[config.mk]
export PLATFORM = sky130hd
export DESIGN_NAME = uart_rec_flat
export DESIGN_NICKNAME = d
export VERILOG_FILES = /design/src/rtl/uart_rec_if.sv /design/src/rtl/uart_rec.sv /design/src/flat_wrapper.sv
export SDC_FILE = /design/constraint.sdc
export NUM_CORES = 1
export LEC_CHECK = 0
export ABC_AREA = 1
export CORE_ASPECT_RATIO = 1.25
export CORE_UTILIZATION = 55
export CTS_CLUSTER_DIAMETER = 40
export DETAILED_ROUTE_END_ITERATION = 10
export GPL_TIMING_DRIVEN = 0
export PLACE_DENSITY = 0.74
export SYNTH_ARGS = -nofsm -noshare
export SYNTH_HDL_FRONTEND = slang
export SYNTH_SLANG_ARGS = --single-unit
[constraint.sdc]
create_clock -name clk -period 2.3 [get_ports clk]
set_clock_uncertainty 0.05 [all_clocks]
set_input_delay 0.46 -clock clk [delete_from_list [all_inputs] [get_ports clk]]
set_output_delay 0.46 -clock clk [all_outputs]
set_load 0.005 [all_outputs]
[src/rtl/uart_rec_if.sv]
// uart_rec_if: serial line in, received byte out.
// Handshake: data_valid is a one-cycle strobe with no ready/backpressure;
// data is valid in the strobe cycle and held until the next strobe, so the
// consumer must take it in that cycle.
// master = receiver side (drives data/data_valid), slave = line + consumer side.
interface uart_rec_if;
  logic       rx;
  logic [8:0] data;
  logic       data_valid;

  modport master (
    input  rx,
    output data,
    output data_valid
  );

  modport slave (
    output rx,
    input  data,
    input  data_valid
  );
endinterface

[src/rtl/uart_rec.sv]
// uart_rec: 8N1 UART receiver, LSB first, idle-high line.
// Oversamples rx with clk, samples each bit at its middle, delivers
// {framing_error, byte} on bus.data with a one-cycle bus.data_valid strobe.
// Optional build macro UART_REC_MAJORITY_EN: every sample becomes the 2-of-3
// majority of rx_s around the sample point (glitch rejection); all sample
// points and the strobe then land one cycle later.
// state_dbg exposes the FSM state (0 IDLE, 1 START, 2 DATA, 3 STOP).
// Clocks per bit must be >= 8.
module uart_rec #(
  parameter int CLK_HZ      = 66_000_000,
  parameter int BITRATE_BPS = 9_600
) (
  input  logic       clk,
  input  logic       rst,
  uart_rec_if.master bus,
  output logic [1:0] state_dbg
);

  localparam int BIT_CLK  = (CLK_HZ + BITRATE_BPS / 2) / BITRATE_BPS;
  localparam int HALF_CLK = BIT_CLK / 2;
  localparam int CNT_W    = $clog2(BIT_CLK);

`ifdef UART_REC_MAJORITY_EN
  // The +1 tap of the majority window only exists one cycle after the
  // nominal sample point, so the decision is taken then.
  localparam int SAMPLE_LAG = 1;
`else
  localparam int SAMPLE_LAG = 0;
`endif

  localparam logic [CNT_W-1:0] START_LAST    = CNT_W'(HALF_CLK - 1 + SAMPLE_LAG);
  localparam logic [CNT_W-1:0] BIT_LAST      = CNT_W'(BIT_CLK - 1);
  localparam logic [CNT_W-1:0] LAST_DATA_IDX = CNT_W'(7);
  localparam logic [CNT_W-1:0] CNT_ONE       = CNT_W'(1);

  typedef enum logic [1:0] {
    S_IDLE  = 2'd0,
    S_START = 2'd1,
    S_DATA  = 2'd2,
    S_STOP  = 2'd3
  } state_t;

  state_t           state;
  logic             rx_m;
  logic             rx_s;
  logic             rx_prev;
  logic [CNT_W-1:0] cyc_cnt;
  logic [CNT_W-1:0] bit_idx;
  logic [7:0]       shreg;
  logic [8:0]       data_q;
  logic             valid_q;
  logic             samp;

`ifdef UART_REC_MAJORITY_EN
  logic rx_d2;

  // Two-flop synchronizer plus history taps for edge detect and majority
  always_ff @(posedge clk) begin
    if (rst) begin
      rx_m    <= 1'b1;
      rx_s    <= 1'b1;
      rx_prev <= 1'b1;
      rx_d2   <= 1'b1;
    end else begin
      rx_m    <= bus.rx;
      rx_s    <= rx_m;
      rx_prev <= rx_s;
      rx_d2   <= rx_prev;
    end
  end

  // rx_d2/rx_prev/rx_s are the -1/0/+1 taps when the decision is taken
  assign samp = (rx_s & rx_prev) | (rx_s & rx_d2) | (rx_prev & rx_d2);
`else
  // Two-flop synchronizer plus one history tap for falling-edge detect
  always_ff @(posedge clk) begin
    if (rst) begin
      rx_m    <= 1'b1;
      rx_s    <= 1'b1;
      rx_prev <= 1'b1;
    end else begin
      rx_m    <= bus.rx;
      rx_s    <= rx_m;
      rx_prev <= rx_s;
    end
  end

  assign samp = rx_s;
`endif

  // Frame FSM: mid-bit sampling, shift-in, stop check and strobe generation
  always_ff @(posedge clk) begin
    if (rst) begin
      state   <= S_IDLE;
      cyc_cnt <= '0;
      bit_idx <= '0;
      shreg   <= '0;
      data_q  <= '0;
      valid_q <= 1'b0;
    end else begin
      valid_q <= 1'b0;
      case (state)
        S_IDLE: begin
          cyc_cnt <= '0;
          bit_idx <= '0;
          // Only a 1->0 transition starts a frame; a line stuck low never does
          if (rx_prev && !rx_s) begin
            state <= S_START;
          end
        end
        S_START: begin
          if (cyc_cnt == START_LAST) begin
            cyc_cnt <= '0;
            // High at mid start bit means a glitch, not a frame
            state   <= samp ? S_IDLE : S_DATA;
          end else begin
            cyc_cnt <= cyc_cnt + CNT_ONE;
          end
        end
        S_DATA: begin
          if (cyc_cnt == BIT_LAST) begin
            cyc_cnt               <= '0;
            shreg[bit_idx[2:0]]   <= samp;
            if (bit_idx == LAST_DATA_IDX) begin
              bit_idx <= '0;
              state   <= S_STOP;
            end else begin
              bit_idx <= bit_idx + CNT_ONE;
            end
          end else begin
            cyc_cnt <= cyc_cnt + CNT_ONE;
          end
        end
        S_STOP: begin
          if (cyc_cnt == BIT_LAST) begin
            // Back to IDLE mid stop bit so a back-to-back start edge is seen
            cyc_cnt <= '0;
            data_q  <= {~samp, shreg};
            valid_q <= 1'b1;
            state   <= S_IDLE;
          end else begin
            cyc_cnt <= cyc_cnt + CNT_ONE;
          end
        end
        default: state <= S_IDLE;
      endcase
    end
  end

  assign bus.data       = data_q;
  assign bus.data_valid = valid_q;
  assign state_dbg      = state;

endmodule

[src/flat_wrapper.sv]
// flat-port wrapper written by rule: the top's interface ports become plain ports
module uart_rec_flat 
#(
  parameter int CLK_HZ      = 66_000_000,
  parameter int BITRATE_BPS = 9_600
)
  (clk, rst, state_dbg, bus_rx, bus_data, bus_data_valid);
  uart_rec_if bus_i ();
  input  logic clk;
  input  logic rst;
  output logic [1:0] state_dbg;
  input wire logic [$bits(bus_i.rx)-1:0] bus_rx;
  output wire logic [$bits(bus_i.data)-1:0] bus_data;
  output wire logic [$bits(bus_i.data_valid)-1:0] bus_data_valid;
  assign bus_i.rx = bus_rx;
  assign bus_data = bus_i.data;
  assign bus_data_valid = bus_i.data_valid;
  uart_rec #(.CLK_HZ(CLK_HZ), .BITRATE_BPS(BITRATE_BPS)) u_core (.clk(clk), .rst(rst), .bus(bus_i), .state_dbg(state_dbg));
endmodule
==> CHANGELOG.md <==
## Implementation

- Status: finished, final reports clean
- Crit path buffers/inverters: 0
- # rows: 27
- Comb pwr: 0.175 mW
- Clock sink count: 49
- Fin. max-slew vios: 0
- DR WL met3: 180 um
- Post_cts resized: 0
- Post-synth seq share: 38.1%
- Hold Buf Count CTS: 0
- Area leader, netlist: dfxtp_1
- Logic share of the area: 47.2%
- Root Buffer: clkbuf_8
- Hold Crit Endpoint: u_core.rx_s$_SDFF_PP1_
- All-layer global routing usage: 24.3%
- Critical Path Most Common Cell: nand2_1
- Grt met1 use: 30.2%
- Final cell count without fillers: 459
- Worst hold stages: 1
- Dominant logic cell type in the layout: nand2_1
- Reg2Reg Depth: 8
- Switching part of the total: 24.1%
- Tapcells: 58
- Psw: 0.431 mW
- Worst setup margin: 0.486 ns
- Critical path, cell by cell: ha_1 > nand2_1 > nor2_2 > nand2_1 > nor3_1 > nand4_1 > nand2_1 > nor2_1
- Multi-input gate count: 281
- CP arrival: 1.98 ns
- Pre-antenna DRT Iters: 4
- Yosys cell count: 379
- Global-route wire length before repair: 9.58 mm
[cells in the mapped netlist (5+ instances only)]
library cell and count:
a21oi_1 19, clkbuf_1 5, dfxtp_1 49, inv_1 30, inv_2 6, nand2_1 81, nand3_1 27, nand4_1 15
nor2_1 73, nor3_1 22, o21ai_0 5, xor2_1 7
[logic make-up (layout without fill, tap and decap cells)]
kind of cell               count (synthesis)  count (layout)  synth area share [%]
buffers and inverters                     49              71                  8.31
xor gates and xnor gates                   9               9                  3.06
adders and majority gates                  4               4                  1.94
DFF                                       49              49                  38.1
and+or+nand+nor                          240             240                  42.8
AOI/OAI and AO/OA                         28              28                  5.78
The metal 2 layer:
Scale: 4 px per um.
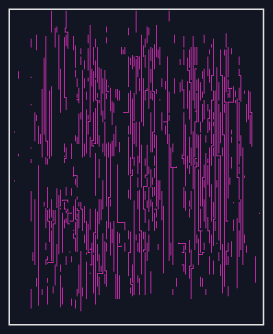
The layer holds 49% of the routed length. The wires run mostly vertical. The longest straight run is 37.9 um. 299 nets have wire on it.
via count: 2361
GRT met2 Usage: 40.1%

Clock routing:
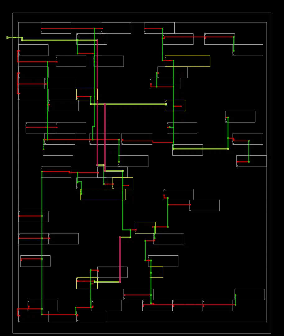
clk latency late pin: 0.31 ns
flip-flops: 49
clock-net power: 0.737 mW

Floorplan with the power grid:
Scale: 4 px per um. Pins as bars on the die edge.
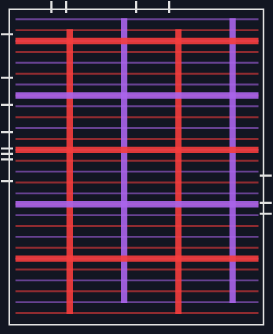
Key: VSS = red; VDD = purple
28 met1 rails follow the rows. 5 straps on met5.
die height: 78.5 um
die width: 63.2 um
VDD IR max: 424 uV
CORE AREA: 4460 sq um

Where the registers sit:
Scale: 4 px per um.
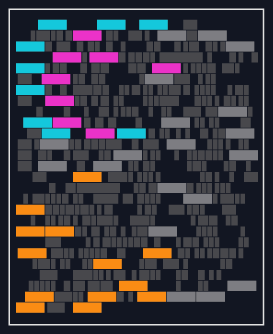
Key: u_core.bus.data = cyan [flops 9, where upper left]; u_core.cyc_cnt = orange [flops 13]; u_core.shreg = magenta [flops 8, where upper left]
sequential group power: 0.874 mW
Core Util, Final: 65.6%
Seq/total area: 33.5%

Local utilization:
Scale: 4 px per um. 6 x 8 tiles, from black (low) to pale yellow (high), 0 to 100% covered.
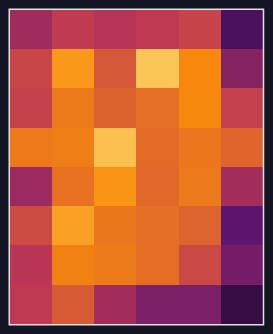
10% of the tiles are over 75% full. The mean over all tiles is 57%. The densest ninth of the die: centre. The fullest tile reaches 87%.
fp util: 57.7%

Power and IR drop assume default switching activity.
